### Signal wires by layer

The bar under the picture is 10 um long.
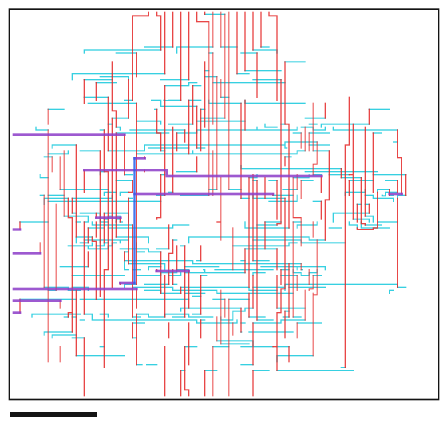
### Ports around the boundary

Pins as bars across the die edge, other pins in grey.
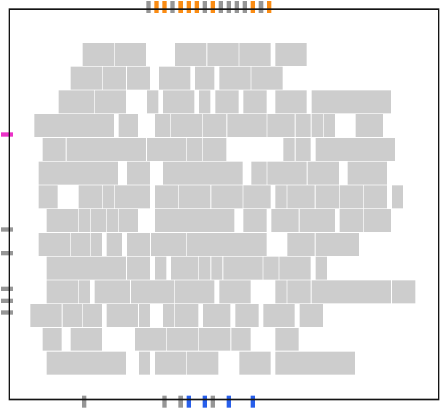
==> config.mk <==
export PLATFORM = sky130hd
export DESIGN_NAME = packet_tx_flat
export DESIGN_NICKNAME = d
export VERILOG_FILES = /design/src/rtl/router_pkt_pkg.sv /design/src/rtl/packet_tx_if.sv /design/src/rtl/packet_tx.sv /design/src/flat_wrapper.sv
export SDC_FILE = /design/constraint.sdc
export NUM_CORES = 1
export LEC_CHECK = 0
export CORE_ASPECT_RATIO = 0.9
export CORE_MARGIN = 2
export CORE_UTILIZATION = 48
export CTS_CLUSTER_DIAMETER = 100
export CTS_CLUSTER_SIZE = 28
export DETAILED_ROUTE_END_ITERATION = 7
export GPL_TIMING_DRIVEN = 0
export PLACE_DENSITY = 0.87
export SLEW_MARGIN = 0
export SYNTH_ARGS = -nofsm -noshare
export SYNTH_HDL_FRONTEND = slang
export SYNTH_SLANG_ARGS = --single-unit
==> constraint.sdc <==
create_clock -name clk -period 3.9 [get_ports clk]
set_input_delay 0.78 -clock clk [delete_from_list [all_inputs] [get_ports clk]]
set_output_delay 0.78 -clock clk [all_outputs]
set_load 0.05 [all_outputs]
==> src/rtl/router_pkt_pkg.sv <==
// Shared router packet definitions: entry field offsets and the drain FSM
// state encoding. Also imported by the write-side packet builder.
package router_pkt_pkg;

    // Byte offsets of the header fields within a FIFO entry.
    localparam int unsigned FIELD_SRC  = 0;
    localparam int unsigned FIELD_DST  = 1;
    localparam int unsigned FIELD_SIZE = 2;

    // Header bytes ahead of the payload, and trailing crc bytes.
    localparam int unsigned HDR_LEN = 3;
    localparam int unsigned CRC_LEN = 1;

    typedef enum logic [2:0] {
        ST_IDLE = 3'd0,
        ST_SEND = 3'd1,
        ST_DROP = 3'd2,
        ST_POP  = 3'd3,
        ST_GAP  = 3'd4
    } pkt_state_e;

endpackage : router_pkt_pkg

==> src/rtl/packet_tx_if.sv <==
// Byte-stream output channel of the packet drain engine.
//   out_valid / out_ready : handshake, transfer when both high at clk edge
//   out_data              : byte
//   out_sop / out_eop     : first byte (source_id) / last byte (crc) markers
// master = the packet_tx side, slave = the downstream consumer.
interface packet_tx_if #(
    parameter int unsigned UWIDTH = 8
);
    logic              out_valid;
    logic              out_ready;
    logic [UWIDTH-1:0] out_data;
    logic              out_sop;
    logic              out_eop;

    modport master (
        output out_valid,
        output out_data,
        output out_sop,
        output out_eop,
        input  out_ready
    );

    modport slave (
        input  out_valid,
        input  out_data,
        input  out_sop,
        input  out_eop,
        output out_ready
    );
endinterface : packet_tx_if

==> src/rtl/packet_tx.sv <==
// Read-side drain engine for the router packet FIFO. Waits for a stored
// entry, walks its bytes through the FIFO random-access read port, streams
// them on a valid/ready byte channel with sop/eop markers, then pops the
// entry with a single rinc pulse. Entries with an out-of-range size field
// are dropped and flagged on err_size.
// Ports:
//   clk, rst   : FIFO read-domain clock, asynchronous active-low reset
//   rempty     : FIFO empty flag
//   rdata      : head-entry byte at raddr_in (combinational in the FIFO)
//   raddr_in   : byte index within the head entry
//   rinc       : one-cycle pop pulse
//   tx         : output byte stream (packet_tx_if.master)
//   err_size   : one-cycle pulse when an entry is dropped
//   busy       : engine is not idle
module packet_tx
    import router_pkt_pkg::*;
#(
    parameter int unsigned WIDTH     = 11,
    parameter int unsigned UWIDTH    = 8,
    parameter int unsigned PTR_IN_SZ = 4
) (
    input  logic                 clk,
    input  logic                 rst,
    input  logic                 rempty,
    input  logic [UWIDTH-1:0]    rdata,
    output logic [PTR_IN_SZ-1:0] raddr_in,
    output logic                 rinc,
    packet_tx_if.master          tx,
    output logic                 err_size,
    output logic                 busy
);

    // One extra bit so size + 4 never wraps for legal sizes.
    localparam int unsigned LEN_W    = PTR_IN_SZ + 1;
    localparam int unsigned OVERHEAD = HDR_LEN + CRC_LEN;
    localparam int unsigned MAX_SIZE = WIDTH - OVERHEAD;

    pkt_state_e           state_q, state_d;
    logic [PTR_IN_SZ-1:0] idx_q,   idx_d;
    logic [LEN_W-1:0]     len_q,   len_d;
    logic                 last_c;

    // State, byte index and packet length registers.
    always_ff @(posedge clk or negedge rst) begin
        if (!rst) begin
            state_q <= ST_IDLE;
            idx_q   <= '0;
            len_q   <= '0;
        end else begin
            state_q <= state_d;
            idx_q   <= idx_d;
            len_q   <= len_d;
        end
    end

    // Next-state and output decode.
    always_comb begin
        state_d      = state_q;
        idx_d        = idx_q;
        len_d        = len_q;
        raddr_in     = '0;
        rinc         = 1'b0;
        err_size     = 1'b0;
        tx.out_valid = 1'b0;
        tx.out_sop   = 1'b0;
        tx.out_eop   = 1'b0;
        tx.out_data  = rdata;
        busy         = (state_q != ST_IDLE);
        last_c       = ({1'b0, idx_q} == (len_q - LEN_W'(1)));

        unique case (state_q)
            ST_IDLE: begin
                // Park the read port on the size byte so it can be judged
                // the same cycle the entry becomes visible.
                raddr_in = PTR_IN_SZ'(FIELD_SIZE);
                if (!rempty) begin
                    len_d = LEN_W'(rdata) + LEN_W'(OVERHEAD);
                    if (rdata > UWIDTH'(MAX_SIZE)) begin
                        state_d = ST_DROP;
                    end else begin
                        idx_d   = '0;
                        state_d = ST_SEND;
                    end
                end
            end
            ST_SEND: begin
                // idx only moves on a handshake, so a stall holds the byte.
                raddr_in     = idx_q;
                tx.out_valid = 1'b1;
                tx.out_sop   = (idx_q == PTR_IN_SZ'(FIELD_SRC));
                tx.out_eop   = last_c;
                if (tx.out_ready) begin
                    if (last_c) begin
                        state_d = ST_POP;
                    end else begin
                        idx_d = idx_q + PTR_IN_SZ'(1);
                    end
                end
            end
            ST_DROP: begin
                err_size = 1'b1;
                rinc     = 1'b1;
                state_d  = ST_GAP;
            end
            ST_POP: begin
                rinc    = 1'b1;
                state_d = ST_GAP;
            end
            ST_GAP: begin
                // Let the FIFO's rempty and read pointer settle after a pop.
                state_d = ST_IDLE;
            end
            default: begin
                state_d = ST_IDLE;
            end
        endcase
    end

endmodule : packet_tx

==> src/flat_wrapper.sv <==
// flat-port wrapper written by rule: the top's interface ports become plain ports
module packet_tx_flat import router_pkt_pkg::*;
#(
    parameter int unsigned WIDTH     = 11,
    parameter int unsigned UWIDTH    = 8,
    parameter int unsigned PTR_IN_SZ = 4
)
  (clk, rst, rempty, rdata, raddr_in, rinc, err_size, busy, tx_out_valid, tx_out_data, tx_out_sop, tx_out_eop, tx_out_ready);
  packet_tx_if #(.UWIDTH(UWIDTH)) tx_i ();
  input  logic clk;
  input  logic rst;
  input  logic rempty;
  input  logic [UWIDTH-1:0] rdata;
  output logic [PTR_IN_SZ-1:0] raddr_in;
  output logic rinc;
  output logic err_size;
  output logic busy;
  output wire logic [$bits(tx_i.out_valid)-1:0] tx_out_valid;
  output wire logic [$bits(tx_i.out_data)-1:0] tx_out_data;
  output wire logic [$bits(tx_i.out_sop)-1:0] tx_out_sop;
  output wire logic [$bits(tx_i.out_eop)-1:0] tx_out_eop;
  input wire logic [$bits(tx_i.out_ready)-1:0] tx_out_ready;
  assign tx_out_valid = tx_i.out_valid;
  assign tx_out_data = tx_i.out_data;
  assign tx_out_sop = tx_i.out_sop;
  assign tx_out_eop = tx_i.out_eop;
  assign tx_i.out_ready = tx_out_ready;
  packet_tx #(.WIDTH(WIDTH), .UWIDTH(UWIDTH), .PTR_IN_SZ(PTR_IN_SZ)) u_core (.clk(clk), .rst(rst), .rempty(rempty), .rdata(rdata), .raddr_in(raddr_in), .rinc(rinc), .tx(tx_i), .err_size(err_size), .busy(busy));
endmodule
==> run summary <==
fresh numbers from the pnr run: status finished, final reports clean, CP Capture Point tx_out_eop, Max Fclk 280 MHz, Max Cap Violations 0, RSZ-0062 raised after global routing no, GR Util met3 7.77%, Sequential Power Share 36.0%, clock sinks 12, Post-Syn Instances 93, drt total wl 1.92 mm, post-cts sizing count 0, Pre-antenna DRT Iters 4, slew at the pin closest to its max-slew limit 0.541 ns, Netlist cell types 35, # Taps 24, routed vias 765, share of cells above drive strength 1 17.5%, DRC viols 0, Flops after synth 12, sequential fraction of total cell area 24.4%, yosys simple share 22.9%, setup ws final 0.335 ns, CTS buffer count 3, Crit-path slowest cell clkdlybuf4s50_1, Ys Warns 0, fraction of registers with async set/reset 100%, sum of negative setup slack 0 ns, Max-area cell share 34.3%, LEAKAGE 0.568 nW, Setup CP Type reg -> out, cts hold-fix bufs 0, IO Port Bufs 29, mux contribution to synthesized area 3.86%, Internal 0.327 mW, grt met2 use 33.2%, peak supply drop 304 uV, Worst EP arrival 2.79 ns, # Post-CTS Setup Buffers 0, crit-path max FO 8, filler-free cell count of the finished design 150, largest class multi-input combinational cells
Back to the opening pictures, 'Signal wires by layer':
Key: met2 = red [wire length 991 um]; met1 = cyan [wire length 820 um]; met4 = blue [wire length 14.3 um]; met3 = purple [wire length 90.6 um]

Back to the opening pictures, 'Ports around the boundary':
Key: `clk` = magenta [pins 1, direction input, edge left]; `rdata` = orange [pins 8, direction input, edge top]; `raddr_in` = blue [pins 4, direction output, edge bottom]
All pins by edge: 16 top, 8 bottom, 6 left.

Power figures rest on the tool's default switching activity, not on a simulated workload.
